### Nets reached from selected ports

Scale: 1 px per um.
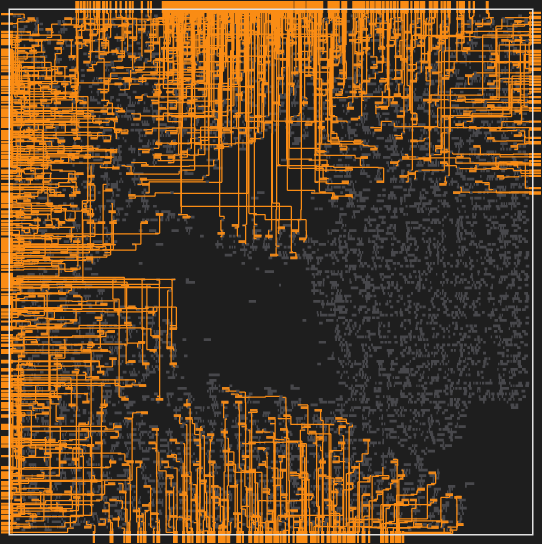
### I/O pins on the die edge

Scale: 0.5 px per um. Pins as bars across the die edge, other pins in grey.
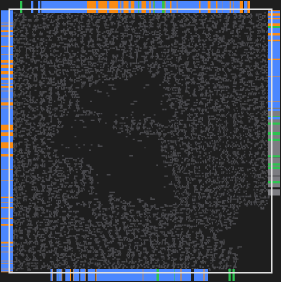
$ cat src/rtl/any1_pkg.sv
// Shared ANY-1 fetch types: the aligner input record, line-slot record and fetch FSM states.
package any1_pkg;

  localparam int unsigned LINE_BYTES = 64;
  localparam int unsigned MAX_ILEN   = 16;
  localparam int unsigned AW         = 32;

  typedef struct packed {
    logic                                v;
    logic                                predict_taken;
    logic [(LINE_BYTES+MAX_ILEN)*8-1:0]  cacheline;
    logic [AW-1:0]                       ip;
    logic [AW-1:0]                       pip;
  } sInstAlignIn;

  typedef struct packed {
    logic [AW-1:0]           tag;
    logic                    v;
    logic [LINE_BYTES*8-1:0] data;
  } sFetchLine;

  typedef enum logic [1:0] {
    IFS_IDLE,
    IFS_FILL0,
    IFS_FILL1,
    IFS_RUN
  } eIfState;

endpackage

$ cat src/rtl/any1_ifetch_lreg.sv
// One icache line slot of the fetch window: data, tag and valid, with load/invalidate and tag hit.
module any1_ifetch_lreg #(
  parameter int unsigned LINE_BYTES = 64,
  parameter int unsigned AW         = 32
) (
  input  logic                    clk,
  input  logic                    rst_n,
  input  logic                    load,
  input  logic                    inval,
  input  logic [AW-1:0]           load_tag,
  input  logic [LINE_BYTES*8-1:0] load_data,
  input  logic [AW-1:0]           cmp_tag,
  output logic                    v,
  output logic [AW-1:0]           tag,
  output logic [LINE_BYTES*8-1:0] data,
  output logic                    hit
);

  // A load in the same cycle as an invalidate wins: the fresh line is wanted.
  always_ff @(posedge clk) begin
    if (!rst_n) begin
      v    <= 1'b0;
      tag  <= '0;
      data <= '0;
    end else if (load) begin
      v    <= 1'b1;
      tag  <= load_tag;
      data <= load_data;
    end else if (inval) begin
      v    <= 1'b0;
    end
  end

  assign hit = v && (tag == cmp_tag);

endmodule

$ cat src/rtl/any1_ifetch_line.sv
// ANY-1 instruction line-fetch buffer: two-line window around the fetch IP feeding the aligner.
module any1_ifetch_line
  import any1_pkg::*;
#(
  parameter int unsigned    LINE_BYTES = 64,
  parameter int unsigned    MAX_ILEN   = 16,
  parameter int unsigned    AW         = 32,
  parameter logic [AW-1:0]  RST_ADDR   = 32'hFFFC0000
) (
  input  logic                               clk,
  input  logic                               rst_n,
  output logic                               ic_req_o,
  output logic [AW-1:0]                      ic_adr_o,
  input  logic                               ic_ack_i,
  input  logic [LINE_BYTES*8-1:0]            ic_dat_i,
  input  logic                               adv_i,
  input  logic [4:0]                         len_i,
  input  logic                               bp_taken_i,
  input  logic [AW-1:0]                      bp_tgt_i,
  input  logic                               redirect_i,
  input  logic [AW-1:0]                      redirect_adr_i,
  output logic                               v_o,
  output logic                               predict_taken_o,
  output logic [(LINE_BYTES+MAX_ILEN)*8-1:0] cacheline_o,
  output logic [AW-1:0]                      ip_o,
  output logic [AW-1:0]                      pip_o
);

  localparam int unsigned   OFFW      = $clog2(LINE_BYTES);
  localparam logic [AW-1:0] LINE_STEP = AW'(LINE_BYTES);
  localparam logic [AW-1:0] LINE_MASK = ~(AW'(LINE_BYTES - 1));

  eIfState                 state, state_nx;
  logic [AW-1:0]           ip, pip, pend_adr;
  logic                    pend, drop;

  logic                    l0_v, l1_v, l0_hit, l1_hit;
  logic [AW-1:0]           l0_tag, l1_tag;
  logic [LINE_BYTES*8-1:0] l0_data, l1_data;

  logic [AW-1:0]           line_ip, nip, nip_line, need_adr;
  logic [OFFW:0]           off_end;
  logic                    fits, adv, shift, int_redir, redir_any;
  logic                    ack_any, ack_ok, ack_to0, ack_to1, issue;

  assign line_ip  = ip & LINE_MASK;
  assign nip      = bp_taken_i ? bp_tgt_i : ip + AW'(len_i);
  assign nip_line = nip & LINE_MASK;
  assign off_end  = {1'b0, ip[OFFW-1:0]} + (OFFW+1)'(MAX_ILEN);
  assign fits     = off_end <= (OFFW+1)'(LINE_BYTES);

  assign v_o             = rst_n && l0_v && (fits || l1_v) && !redirect_i;
  assign predict_taken_o = bp_taken_i && v_o;
  assign cacheline_o     = {l1_data[MAX_ILEN*8-1:0], l0_data};
  assign ip_o            = ip;
  assign pip_o           = pip;
  assign ic_req_o        = pend;
  assign ic_adr_o        = pend_adr;

  // L0 always holds line(ip) when valid, so an L0 hit on line(nip) means no line change.
  assign adv       = adv_i && v_o;
  assign shift     = adv && !l0_hit && l1_hit;
  assign int_redir = adv && !l0_hit && !l1_hit;
  assign redir_any = redirect_i || int_redir;

  // Ack routing compares pend_adr against the tags the slots will carry after any shift.
  assign ack_any = ic_ack_i && pend;
  assign ack_ok  = ack_any && !drop && !redir_any;
  assign ack_to0 = ack_ok && !shift && !l0_v && (pend_adr == line_ip);
  assign ack_to1 = ack_ok && !ack_to0 &&
                   (shift ? (pend_adr == l1_tag + LINE_STEP)
                          : (l0_v && (pend_adr == l0_tag + LINE_STEP)));

  assign need_adr = (state == IFS_FILL0) ? line_ip : line_ip + LINE_STEP;
  assign issue    = !pend && !redir_any &&
                    ((state == IFS_FILL0) ||
                     (((state == IFS_FILL1) || (state == IFS_RUN)) && !l1_v));

  always_comb begin
    state_nx = state;
    unique case (state)
      IFS_IDLE:  state_nx = IFS_FILL0;
      IFS_FILL0: if (ack_to0) state_nx = IFS_FILL1;
      IFS_FILL1: if (ack_to1) state_nx = IFS_RUN;
      default:   state_nx = state;
    endcase
    if (redir_any) state_nx = IFS_FILL0;
  end

  always_ff @(posedge clk) begin
    if (!rst_n) begin
      state    <= IFS_IDLE;
      ip       <= RST_ADDR;
      pip      <= RST_ADDR;
      pend     <= 1'b0;
      drop     <= 1'b0;
      pend_adr <= '0;
    end else begin
      state <= state_nx;
      if (redirect_i) ip <= redirect_adr_i;
      else if (adv)   ip <= nip;
      if (adv) pip <= ip;
      if (ack_any) begin
        pend <= 1'b0;
        drop <= 1'b0;
      end else if (issue) begin
        pend     <= 1'b1;
        pend_adr <= need_adr;
      end
      if (redir_any && pend && !ic_ack_i) drop <= 1'b1;
    end
  end

  any1_ifetch_lreg #(.LINE_BYTES(LINE_BYTES), .AW(AW)) u_l0 (
    .clk       (clk),
    .rst_n     (rst_n),
    .load      (shift || ack_to0),
    .inval     (redir_any),
    .load_tag  (shift ? l1_tag : pend_adr),
    .load_data (shift ? l1_data : ic_dat_i),
    .cmp_tag   (nip_line),
    .v         (l0_v),
    .tag       (l0_tag),
    .data      (l0_data),
    .hit       (l0_hit)
  );

  any1_ifetch_lreg #(.LINE_BYTES(LINE_BYTES), .AW(AW)) u_l1 (
    .clk       (clk),
    .rst_n     (rst_n),
    .load      (ack_to1),
    .inval     (redir_any || shift),
    .load_tag  (pend_adr),
    .load_data (ic_dat_i),
    .cmp_tag   (nip_line),
    .v         (l1_v),
    .tag       (l1_tag),
    .data      (l1_data),
    .hit       (l1_hit)
  );

endmodule
$ cat config.mk
export PLATFORM = sky130hd
export DESIGN_NAME = any1_ifetch_line
export DESIGN_NICKNAME = d
export VERILOG_FILES = /design/src/rtl/any1_pkg.sv /design/src/rtl/any1_ifetch_lreg.sv /design/src/rtl/any1_ifetch_line.sv
export SDC_FILE = /design/constraint.sdc
export NUM_CORES = 2
export LEC_CHECK = 0
export CELL_PAD_IN_SITES_DETAIL_PLACEMENT = 1
export CELL_PAD_IN_SITES_GLOBAL_PLACEMENT = 1
export CORE_AREA = 2 2 520 522
export DETAILED_ROUTE_END_ITERATION = 16
export DIE_AREA = 0 0 522 524
export PLACE_DENSITY_LB_ADDON = 0.1
export SLEW_MARGIN = 20
export SYNTH_ARGS = -nofsm -noshare
export SYNTH_HDL_FRONTEND = slang
export SYNTH_SLANG_ARGS = --single-unit
$ cat constraint.sdc
create_clock -name clk -period 6.38 [get_ports clk]
set_clock_uncertainty 0.1 [all_clocks]
set_input_delay 0.638 -clock clk [delete_from_list [all_inputs] [get_ports clk]]
set_output_delay 0.638 -clock clk [all_outputs]
set_load 0.05 [all_outputs]
==> flow_summary.yaml <==
# physical design summary
yosys:
  synth.comb.largest_family: "simple AND/OR/NAND/NOR gates"
  topCellsByArea: "dfxtp_1 (45%), mux2i_1 (11%), nand2_1 (9.1%), a211oi_1 (7.8%), a21oi_1 (5.8%)"
  synthSimpleGateAreaFrac_pct: 17.28
  ys_sh_xor_pct: 3.216
  ys_seq_elements: 1172
  async_reset_ff_share_pct: 0
  synth_cell_types: 92
  synth_area_leader_cell: "dfxtp_1"
  mux_share_pct: 10.73
  syn_inst: 6240
  edf_count: 0
route:
  antenna_left: 0
  via_per_inst: 4.582
  finalWirelength_um: 290400
  vias: 50015
final_timing:
  timing.hold.ws_ns: 0.2890
  slew_violations: 0
  setup_tns_ns: 0
  final.min_clock_period_ns: 5.410
  tightestPinTransition_ns: 1.152
setup_path:
  slowest_stage: "or4_1"
  critPathBufInv: 3
  critPathCaptureType: "register"
  slowest_delay_ns: 0.77
  reg2reg_from: "ip_o[20]$_SDFFE_PN1P_"
final_layout:
  fillers: 30656
  fin_util_pct: 27.74
  final_nets: 7819
  area_delta_synth_final_pct: 41.35
die:
  fp_util_pct: 19.63
  core-area_mm2: 0.2674
power_and_ir_drop:
  power.density_mw_per_mm2: 240.9
  power.share.switching_pct: 25.85
  p_sw_w: 0.004620
flow_run:
  maxCapViolations: 0
clock_network:
  clk_latency_ns: 0.80
  cts_buffers: 165
worst_hold_path:
  hold_depth: 3
global_route:
  grt_pass1_vias: 51130
  grt_max_degree: 183
run_status:
  outcome: "completed"
-- 'Nets reached from selected ports' (at the start) --
legend:
  orange:
    port: cacheline_o
    bits: 640
    direction: output
    end_cells: 640
    wire: 59.9 mm
IO buf count: 1,319
IO Count: 1,326

-- 'I/O pins on the die edge' (at the start) --
legend:
  blue:
    port: ic_dat_i
    pins: 512
    direction: input
    edge: 157 left, 151 top, 142 bottom, 62 right
  green:
    port: ic_adr_o
    pins: 32
    direction: output
    edge: 15 bottom, 11 right, 6 top
  orange:
    port: cacheline_o
    pins: 640
    direction: output
    edge: 248 top, 225 left, 119 bottom, 48 right
all pins by edge: 413 top, 383 left, 279 bottom, 251 right

[sequential cells by signal (all words and copies together) (netlist names)]
signal	flops
u_l0.data	512
u_l1.data	512
ip_o	32
pip_o	32
ic_adr_o	26
u_l0.tag	26
u_l1.tag	26
state	2
drop	1
ic_req_o	1
u_l0.v	1
u_l1.v	1
[logic make-up after synthesis]
| logic type | after synthesis |
|---|---|
| other cells | 1 |
| compound gates | 1358 |
| simple gates | 2214 |
| xor+xnor | 188 |
| mux | 562 |
| flops | 1172 |
| buf+inv | 731 |
| fa+ha+maj | 14 |
[cell type report]
cell class	count	area, um^2	share of cell area, %
diodes	29	72.57	0.09781
clock buffers	253	4860	6.550
clock inverters	31	291.5	0.3929
inverters	22	90.09	0.1214
multi-input cells	4342	25500	34.36
flip-flops and latches	1172	23460	31.62
well taps	3552	4444	5.990
repair buffers	1515	15470	20.86
[cells in the final DEF (no fill, tap or decap), types with 14 or more instances in the layout]
cell	synthesis	routed
buf_4	143	132
diode_2	0	29
clkdlybuf4s50_1	0	1316
and3_1	17	17
nor2_1	653	652
nand4_1	50	50
and4_1	16	16
a211oi_1	544	544
nor4_1	30	29
a21oi_1	608	608
a22oi_1	14	14
xnor2_1	115	115
nand2_1	1267	1265
a211oi_2	25	25
clkbuf_16	0	165
o2111ai_1	19	19
nor3_1	45	45
mux2i_1	559	559
o21ai_0	29	29
inv_1	21	21
nand3_1	49	49
clkbuf_8	0	40
clkinv_2	0	17
xor2_1	70	70
dfxtp_1	1172	1172
clkbuf_1	300	48
buf_12	0	65
[routing by layer]
metal | share of wire, % | global-route usage, % | up-vias
met3 | 7.5 | 6.407 | 451
met5 | 0.10 | 0 | -
met2 | 50 | 35.57 | 1418
met1 | 40 | 23.81 | 24679
met4 | 2.4 | 5.118 | 48
li1 | - | - | 23419
